run_1/gates.png
Drawn at 6 px/um.
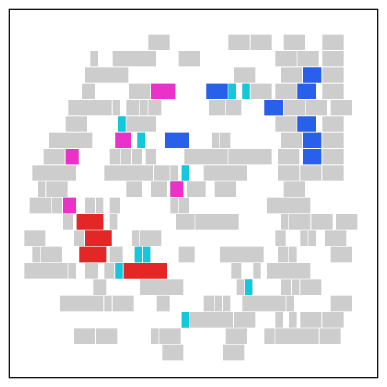
run_1/layers.png
Drawn at 6 px/um. Two of the layers only.
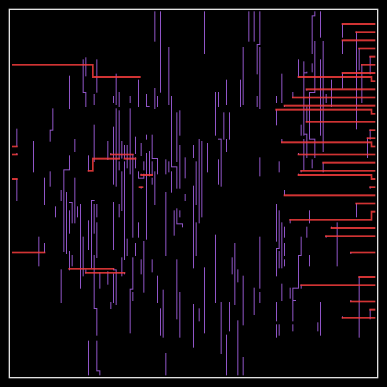
run_1/route_heat.png
Drawn at 4 px/um. The die is cut into 12 by 12 equal tiles; dark purple is low, yellow is high, scaled to the fullest tile. Values are wire area over tile area, all layers added.
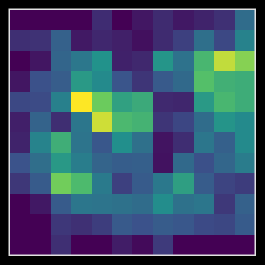
## src/rtl/freelist_arbiter_2a2r.sv

```systemverilog
// freelist_arbiter_2a2r: shares one preloaded tag free-list FIFO between two allocators and two releasers.
// Define FREELIST_ARBITER_ERRCHK_EN to add the err_sticky_o release-misuse flag.
module freelist_arbiter_2a2r #(
  parameter int TAG_WIDTH  = 6,
  parameter int DEPTH_LOG2 = 4,
  parameter int POOL_SIZE  = 16
) (
  input  logic                  clk_i,
  input  logic                  resetn_i,
`ifdef FREELIST_ARBITER_ERRCHK_EN
  output logic                  err_sticky_o,
`endif
  input  logic [1:0]            alloc_req_i,
  output logic [1:0]            alloc_vld_o,
  output logic [TAG_WIDTH-1:0]  alloc_tag_o,
  input  logic [1:0]            rel_req_i,
  input  logic [TAG_WIDTH-1:0]  rel_tag0_i,
  input  logic [TAG_WIDTH-1:0]  rel_tag1_i,
  output logic [1:0]            rel_ack_o,
  input  logic                  quiesce_req_i,
  output logic                  quiesce_done_o,
  output logic [DEPTH_LOG2:0]   outstanding_o,
  input  logic [TAG_WIDTH-1:0]  fifo_dout_i,
  input  logic                  fifo_empty_i,
  input  logic                  fifo_full_i,
  output logic                  fifo_ren_o,
  output logic [TAG_WIDTH-1:0]  fifo_din_o,
  output logic                  fifo_wen_o
);
  typedef enum logic [1:0] {RUN, DRAIN, IDLE} state_e;
  localparam logic [DEPTH_LOG2:0] POOL = POOL_SIZE[DEPTH_LOG2:0];
  state_e                 state_q, state_d;
  logic [1:0]             alloc_vld_q;
  logic [TAG_WIDTH-1:0]   alloc_tag_q;
  logic [DEPTH_LOG2:0]    outstanding_q, outstanding_d;
  logic                   quiesce_done_q;
  logic                   a_ptr_q, r_ptr_q;
  logic                   a_win, r_win, a_go, r_go;
  always_comb begin
    a_win = alloc_req_i[a_ptr_q] ? a_ptr_q : ~a_ptr_q;
    r_win = rel_req_i[r_ptr_q] ? r_ptr_q : ~r_ptr_q;
    a_go  = state_q == RUN && !quiesce_req_i && !fifo_empty_i && |alloc_req_i;
    r_go  = |rel_req_i && !fifo_full_i;
    outstanding_d = (a_go && !r_go && outstanding_q != POOL) ? outstanding_q + 1'b1 :
                    (r_go && !a_go && outstanding_q != '0) ? outstanding_q - 1'b1 : outstanding_q;
    // a pop in flight would re-raise outstanding, so DRAIN only settles with no pop
    state_d = state_q == RUN   ? (quiesce_req_i ? DRAIN : RUN) :
              state_q == DRAIN ? (!quiesce_req_i ? RUN : (outstanding_q == '0 && !a_go) ? IDLE : DRAIN) :
                                 (quiesce_req_i ? IDLE : RUN);
  end
  assign fifo_ren_o     = a_go;
  assign fifo_wen_o     = r_go;
  assign fifo_din_o     = !r_go ? '0 : r_win ? rel_tag1_i : rel_tag0_i;
  assign rel_ack_o      = !r_go ? 2'b00 : r_win ? 2'b10 : 2'b01;
  assign alloc_vld_o    = alloc_vld_q;
  assign alloc_tag_o    = alloc_tag_q;
  assign outstanding_o  = outstanding_q;
  assign quiesce_done_o = quiesce_done_q;
  always_ff @(posedge clk_i) begin
    if (!resetn_i) begin
      state_q        <= RUN;
      alloc_vld_q    <= 2'b00;
      alloc_tag_q    <= '0;
      outstanding_q  <= '0;
      quiesce_done_q <= 1'b0;
      a_ptr_q        <= 1'b0;
      r_ptr_q        <= 1'b0;
    end else begin
      state_q        <= state_d;
      alloc_vld_q    <= !a_go ? 2'b00 : a_win ? 2'b10 : 2'b01;
      alloc_tag_q    <= a_go ? fifo_dout_i : alloc_tag_q;
      outstanding_q  <= outstanding_d;
      quiesce_done_q <= state_d == IDLE;
      a_ptr_q        <= a_go ? ~a_win : a_ptr_q;
      r_ptr_q        <= r_go ? ~r_win : r_ptr_q;
    end
  end
`ifdef FREELIST_ARBITER_ERRCHK_EN
  logic err_q;
  always_ff @(posedge clk_i) begin
    if (!resetn_i) err_q <= 1'b0;
    else if ((|rel_req_i && fifo_full_i) || (r_go && outstanding_q == '0)) err_q <= 1'b1;
  end
  assign err_sticky_o = err_q;
`endif
endmodule

```

## config.mk

```make
export PLATFORM = sky130hd
export DESIGN_NAME = freelist_arbiter_2a2r
export DESIGN_NICKNAME = d
export VERILOG_FILES = /design/src/rtl/freelist_arbiter_2a2r.sv
export SDC_FILE = /design/constraint.sdc
export NUM_CORES = 1
export LEC_CHECK = 0
export CELL_PAD_IN_SITES_DETAIL_PLACEMENT = 0
export CELL_PAD_IN_SITES_GLOBAL_PLACEMENT = 1
export CORE_MARGIN = 2
export CORE_UTILIZATION = 28
export DETAILED_ROUTE_END_ITERATION = 7
export GPL_ROUTABILITY_DRIVEN = 0
export PLACE_DENSITY_LB_ADDON = 0.1
export SLEW_MARGIN = 30
export SYNTH_ARGS = -nofsm -noshare
export SYNTH_HDL_FRONTEND = slang
export SYNTH_SLANG_ARGS = --single-unit
```

## constraint.sdc

```tcl
create_clock -name clk_i -period 7.2 [get_ports clk_i]
set_input_delay 1.08 -clock clk_i [delete_from_list [all_inputs] [get_ports clk_i]]
set_output_delay 1.08 -clock clk_i [all_outputs]
set_load 0.03 [all_outputs]
```

==> summary.txt, run 1 <==
flow finished, numbers: Worst Hold Launch=alloc_tag_o[1]$_SDFFE_PN0P_, number of inserted diodes=0, Chip Width=approximately 60 um, share of cells above drive strength 1=0.04348, Worst Slack Setup Final=between 2000 and 3000 ps, fillers=roughly 320, WL final=between 2000 and 3000 um, Worst EP arrival=~3500 ps, share of power burned in registers=0.326, Post-DP Area=about 1500 um^2, synth-to-layout area growth=64.30%, worst-margin pin slew=around 850 ps, Max-area cell share=0.3940, Worst R2R Path Depth=9, Critical Path RT=6120 ps, post-DR vias/cell=around 4.8, RSZ-0062 raised after global routing=no, via count=about 990, most instantiated library cell after synthesis=nand2_1, Pwr per Cell Area=around 270 nW/um^2, FFs w/ async S/R, synth=0, switching share of power=0.3977, Synth Instances=108, peak supply drop=approximately 0.00018 V, die height=61.16 um, worst slack, placed=approximately 2700 ps, Syn Area/Cell=approximately 8.5 um^2, minimum clock period=4566 ps, Tool Warnings=26, Clock Latency Late Sink=slightly below 300 ps, synthesized area=approximately 900 um^2, setup slack, reg-to-reg=4310 ps, Hold Fails Final Rpt=0, headroom to the max-slew limit=0.4312, NetSw=0.1638 mW, FP Util=0.2972, Post-DRT Antenna Nets=0, status=finished, final reports clean, # IOs=roughly 51, port bufs=about 50, first-pass GRT wire length=3850 um, post-synth cell types=30, Final Core Density=0.4882, Fmax=0.2190 GHz, Leakage Power=a little under 0.6 nW, synth warn=0, Die ar.=between 3000 and 4000 um^2, Pint=between 0.2 and 0.25 mW, CTS Buf Count=3, PostCTS Resize Cnt=0, clock root cell=clkbuf_4, worst-case clock buffer depth=2, Comb power frac=0.521, Hold WC Path Type=reg2reg, number of flops mapped to enable cells by yosys=0, Seq cells post-synth=18, antenna violations before repair=0, Mapped Nets=139, clk_skew=around 3.3 ps, CTS tree=yes, nets=around 190
About gates.png:
inv cells -> cyan  # cells 10, most used inv_1
fa/ha/maj cells -> red  # cells 4, most used ha_1
and/or cells -> magenta  # cells 5
non-inverting ao/oa cells -> blue  # cells 8, most used a22o_1

About layers.png:
M2 -> purple  # wire length 1,060 um
M3 -> red  # wire length 308 um

About route_heat.png:
tiles over half the peak = 17%
emptiest ninth of the die = north-west
mean over tiles = 0.12
nearly empty tiles = 12%
fullest tile = 0.39

-- run 1: power by group through the flow --
stage / Clock, mW / Sequential, mW / Combinational, mW
after floorplan: 0 / 0.163 / 0.111
after global placement: 0 / 0.136 / 0.213
after detailed placement: 0 / 0.136 / 0.213
after CTS: 0.0647 / 0.134 / 0.215
after global routing: 0.0709 / 0.137 / 0.233
final: 0.0633 / 0.134 / 0.214
-- run 1: cell families after synthesis --
kind of cell             synth area share
multiplexers                      0.07934
buffers and inverters             0.04514
AND/OR/NAND/NOR                    0.2052
adder cells (fa/ha/maj)           0.06293
AND-OR/OR-AND                      0.2134
flip-flops                         0.3940
-- run 1: metal layers --
layer | share of wire | up-vias | GRT usage | wire length (um)
met1 | 0.45 | 443 | 0.1649 | 1152
li1 | - | 494 | - | -
met4 | 0.0071 | 0 | 0.04658 | 18
met2 | 0.42 | 50 | 0.2280 | 1060
met3 | 0.12 | 2 | 0.05042 | 308
met5 | 0 | - | 0 | 0
-- run 1: sequential cells by signal (all words and copies together) (netlist names) --
name            cells
alloc_tag_o         6
outstanding_o       5
alloc_vld_o         2
state_q             2
a_ptr_q             1
quiesce_done_o      1
r_ptr_q             1
-- run 1: worst max path at each step --
stage / from / endpoint
floorplan: rel_req_i[0] / fifo_din_o[0]
global placement: quiesce_req_i / fifo_ren_o
detailed placement: quiesce_req_i / fifo_ren_o
CTS: quiesce_req_i / fifo_ren_o
global route: quiesce_req_i / fifo_ren_o
finish: quiesce_req_i / fifo_ren_o
-- run 1: cell usage in the layout (no fill, tap or decap), types with 2 or more instances in the layout --
master,netlist,layout
clkdlybuf4s50_1,0,50
nand2_1,20,20
dfxtp_1,18,18
a21oi_1,13,13
inv_1,8,8
a22o_1,6,6
nor2_1,6,6
mux2i_1,5,5
nand2b_1,3,3
ha_1,3,3
clkbuf_4,0,3
nor4_1,2,2
clkinv_1,2,2
a211oi_1,2,2
nand3_1,2,2
o21ai_0,2,2
-- run 1: critical path, cell delays in order --
cell             delay [ps]
clkdlybuf4s50_1         440
nor4_1                  630
nand2_1                 370
clkinv_1                270
clkdlybuf4s50_1         700
-- run 1: final cells by class --
cell class	instances	area share
Timing Repair Buffer	50	0.3331
Tap cell	44	0.03664
Inverter	10	0.02498
Sequential cell	18	0.2398
Clock buffer	4	0.02415
Multi-Input combinational cell	79	0.3414
run_1/placed.png
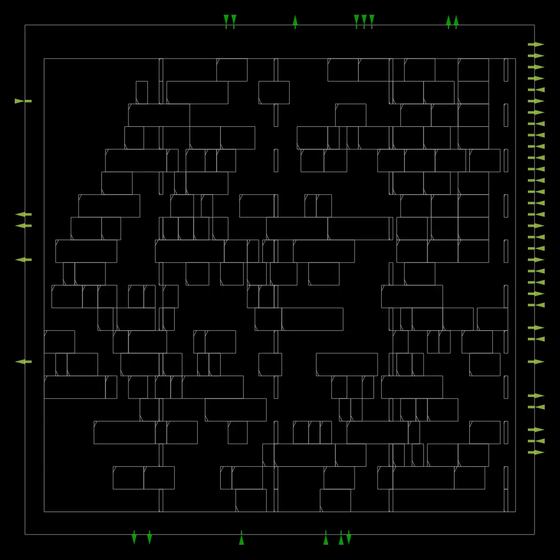

==> run 1 -> run 2 <==
Settings changed: CORE_UTILIZATION 28 to 26.
Clock period 7.2 ns to 4.6 ns, I/O delays scaled along.
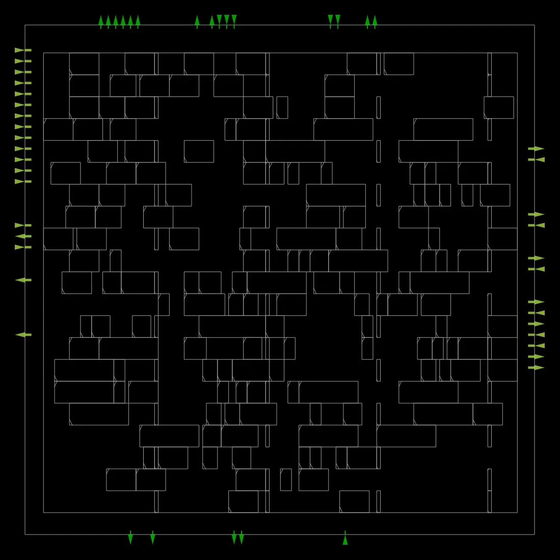
run_2/placed.png
Seq/total area: 0.2394
flip-flops: 18

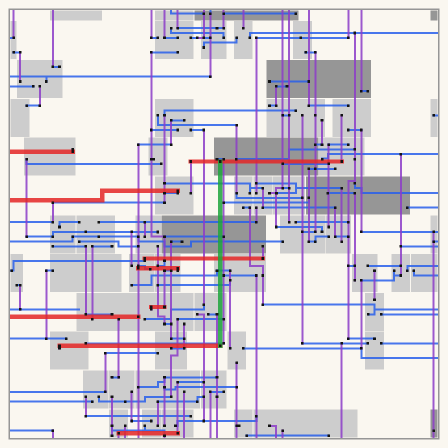
run_2/closeup.png
Region (17, 17) to (47, 47) um. Cells in grey, sequential cells in the stronger grey; small squares are vias.
M1 -> blue
M2 -> purple
M3 -> red
M4 -> green
sequential cells in the window = 4
most frequent = a21oi_1 (7)
cells with their middle in the window = 48

==> run 2 against run 1 <==
Clock skew is 1.6 ps lower; utilization is 4.1 points lower; cell area increased by 0.17%; via count shrank 0.91%; die size is 7.2% higher; sequential share of layout area about the same; sequential power increased by 58%; wire length increased by 2.6%; hold slack got worse by 8.1 ps; critical path depth unchanged; combinational power is 57% higher; critical path type unchanged; largest power group unchanged; highest routed layer unchanged.
==> summary.txt, run 2 <==
flow finished, numbers: status=finished, final reports clean, Max-Cap Viols=0, Seq cells post-synth=18 (unchanged), share of cells above drive strength 1=0.04348 (unchanged), num rows=21, Die ar.=4008 um^2 (+7.2%), FP Util=0.2719 (-0.02521), most numerous logic cells after layout=clkdlybuf4s50_1 (50), nand2_1 (20), dfxtp_1 (18), Mapped Nets=139 (unchanged), # IOs=51 (unchanged), largest net degree at the start of global routing=13, worst-case clock buffer depth=2 (unchanged), RSZ-0062 raised after global routing=no, synth-to-layout area growth=64.57%, port bufs=50 (unchanged), Yosys Chip Area=~910 um^2, synthesized area=914.6 um^2 (unchanged), Core Footprint=3363 um^2, Worst Setup SP=quiesce_req_i, Most common reg cell=dfxtp_1, headroom to the max-slew limit=0.4128 (-0.01839), Commonest Layout Cell=clkdlybuf4s50_1, nets=193 (unchanged), CP max stage delay=700 ps (about the same), sequential-to-total area share from yosys stat=0.3940, Worst EP arrival=3180 ps (-310 ps), FFs w/ async S/R, synth=0 (unchanged), Chip Width=63.31 um (+3.5%), synth cell count leaders=nand2_1 (20), dfxtp_1 (18), a21oi_1 (13), Post-DRT Antenna Nets=0 (unchanged), Tool Warnings=26 (unchanged), CTS H-tree depth=1, Final Core Density=0.4475 (-0.04067), switching share of power=0.4006 (+0.002938), Cell Chain, Critical Path=clkdlybuf4s50_1, nor4_1, nand2_1, clkinv_1, clkdlybuf4s50_1, max reg flops=6 (unchanged), most numerous cell on the critical path=clkdlybuf4s50_1, critical path's top delay family=buffers and inverters, clk_skew=1.707 ps (-1.587 ps), synth warn=0 (unchanged), hpwl dp=between 2000 and 2500 um, grt total ovfl=0, Max-area cell share=0.3940 (unchanged), minimum clock period=3867 ps, clock root cell=clkbuf_4, peak supply drop=0.0002246 V (+22%), via count=980 (-0.91%), die height=63.31 um (+3.5%), first-pass GRT wire length=4291 um (+11%), crit path buf inv count=3 (unchanged), Clock Latency Late Sink=300 ps (about the same), Pint=0.3881 mW (+56%), Pwr per Cell Area=430.1 nW/um^2 (+57%), TritonCTS sink count=18, share of power burned in registers=0.327 (about the same), number of inserted diodes=0 (unchanged), Total GRT Usage=0.1357, Syn Area/Cell=8.469 um^2 (unchanged), main area contributors=dfxtp_1 (39%), nand2_1 (8.2%), a21oi_1 (7.1%), a22o_1 (5.7%), mux2i_1 (5.5%), GR peak layer=met2, GR Layer Usage met1=0.1652 (+0.0002498), antenna violations before repair=0 (unchanged), PostCTS Resize Cnt=0 (unchanged), Worst Hold Launch=alloc_tag_o[2]$_SDFFE_PN0P_, M2 GR Usage=0.2234 (-0.004559), Critical Path RT=3910 ps (-2210 ps), grt met3 use=0.05536 (+0.004937), number of flops mapped to enable cells by yosys=0 (unchanged), worst slack, placed=758.3 ps (-1921 ps), Leakage Power=0.5955 nW (unchanged), Fmax=between 0.2 and 0.3 GHz, Worst Slack Setup Final=733.1 ps (-1900 ps), Hold Fails Final Rpt=0 (unchanged), CTS Buf Count=3 (unchanged), worst-margin pin slew=875.5 ps (+27.41 ps), Synth Instances=108 (unchanged), Comb power frac=0.517 (-0.004), Crit-path slowest cell=nor4_1, CTS tree=yes, WL final=2606 um (+2.6%), post-synth cell types=30 (unchanged), Hold WC Path Type=reg2reg, most instantiated library cell after synthesis=nand2_1, NetSw=0.2594 mW (+58%), post-DR vias/cell=4.734 (-1.9%)
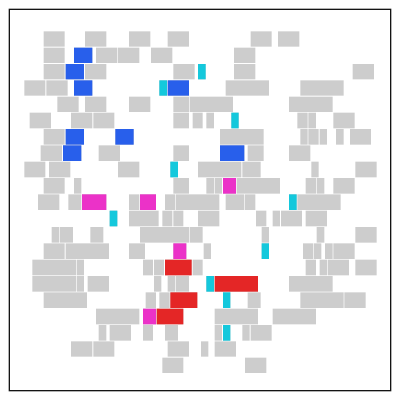
run_2/gates.png
Drawn at 6 px/um.
inv cells -> cyan  # cells 10, most used inv_1
fa/ha/maj cells -> red  # cells 4, most used ha_1, where south
and/or cells -> magenta  # cells 5
non-inverting ao/oa cells -> blue  # cells 8, most used a22o_1, where north-west

[run 2: logic make-up after synthesis]
group,synth area share
flops,0.3940
compound gates,0.2134
mux,0.07934
buf+inv,0.04514
fa+ha+maj,0.06293
simple gates,0.2052
[run 2: worst paths after layout]
path,slack [ps],cells after the start,end
hold reg to reg,460,2,alloc_tag_o[2]$_SDFFE_PN0P_
hold / removal,460,2,alloc_tag_o[2]$_SDFFE_PN0P_
setup / recovery,730,5,fifo_ren_o
setup reg to reg,1660,9,outstanding_o[4]$_SDFFE_PN0P_
[run 2: power groups by stage]
stage / combinational (mW) / sequential (mW) / clock [mW]
after floorplan: 0.174 / 0.255 / 0
after global placement: 0.332 / 0.215 / 0
after detailed placement: 0.336 / 0.215 / 0
after CTS: 0.339 / 0.212 / 0.102
after global routing: 0.365 / 0.217 / 0.113
final: 0.335 / 0.212 / 0.100
[run 2: per-layer routing]
layer / vias up / part of all wire
met5: - / 0
met2: 44 / 0.46
met4: 0 / 0.0088
met1: 438 / 0.45
met3: 4 / 0.083
li1: 494 / -
[run 2: worst register-to-register path, delay by kind of cell, from the launching register on]
family,cells,cell delay [ps]
DFF,1,340
adders and majority gates,1,370
and+or+nand+nor,5,1450
buffers and inverters,1,270
muxes,1,290
AOI/OAI and AO/OA,1,140
[run 2: final cells by class]
class / count / area, um^2
inverters: 10 / 37.54
multi-input cells: 79 / 513.0
repair buffers: 50 / 500.5
fillers: 381 / 1858
clock buffers: 4 / 36.28
flip-flops and latches: 18 / 360.3
well taps: 46 / 57.56
[run 2: through the flow]
step / area [um^2] / power [mW]
4_1_cts: 1505 / 0.6534
2_1_floorplan: 914.6 / 0.4286
3_3_place_gp: 1469 / 0.5465
5_1_grt: 1505 / 0.6950
3_5_place_dp: 1469 / 0.5507
6_report: 1505 / 0.6474
Power is estimated from default activity; no workload was simulated.
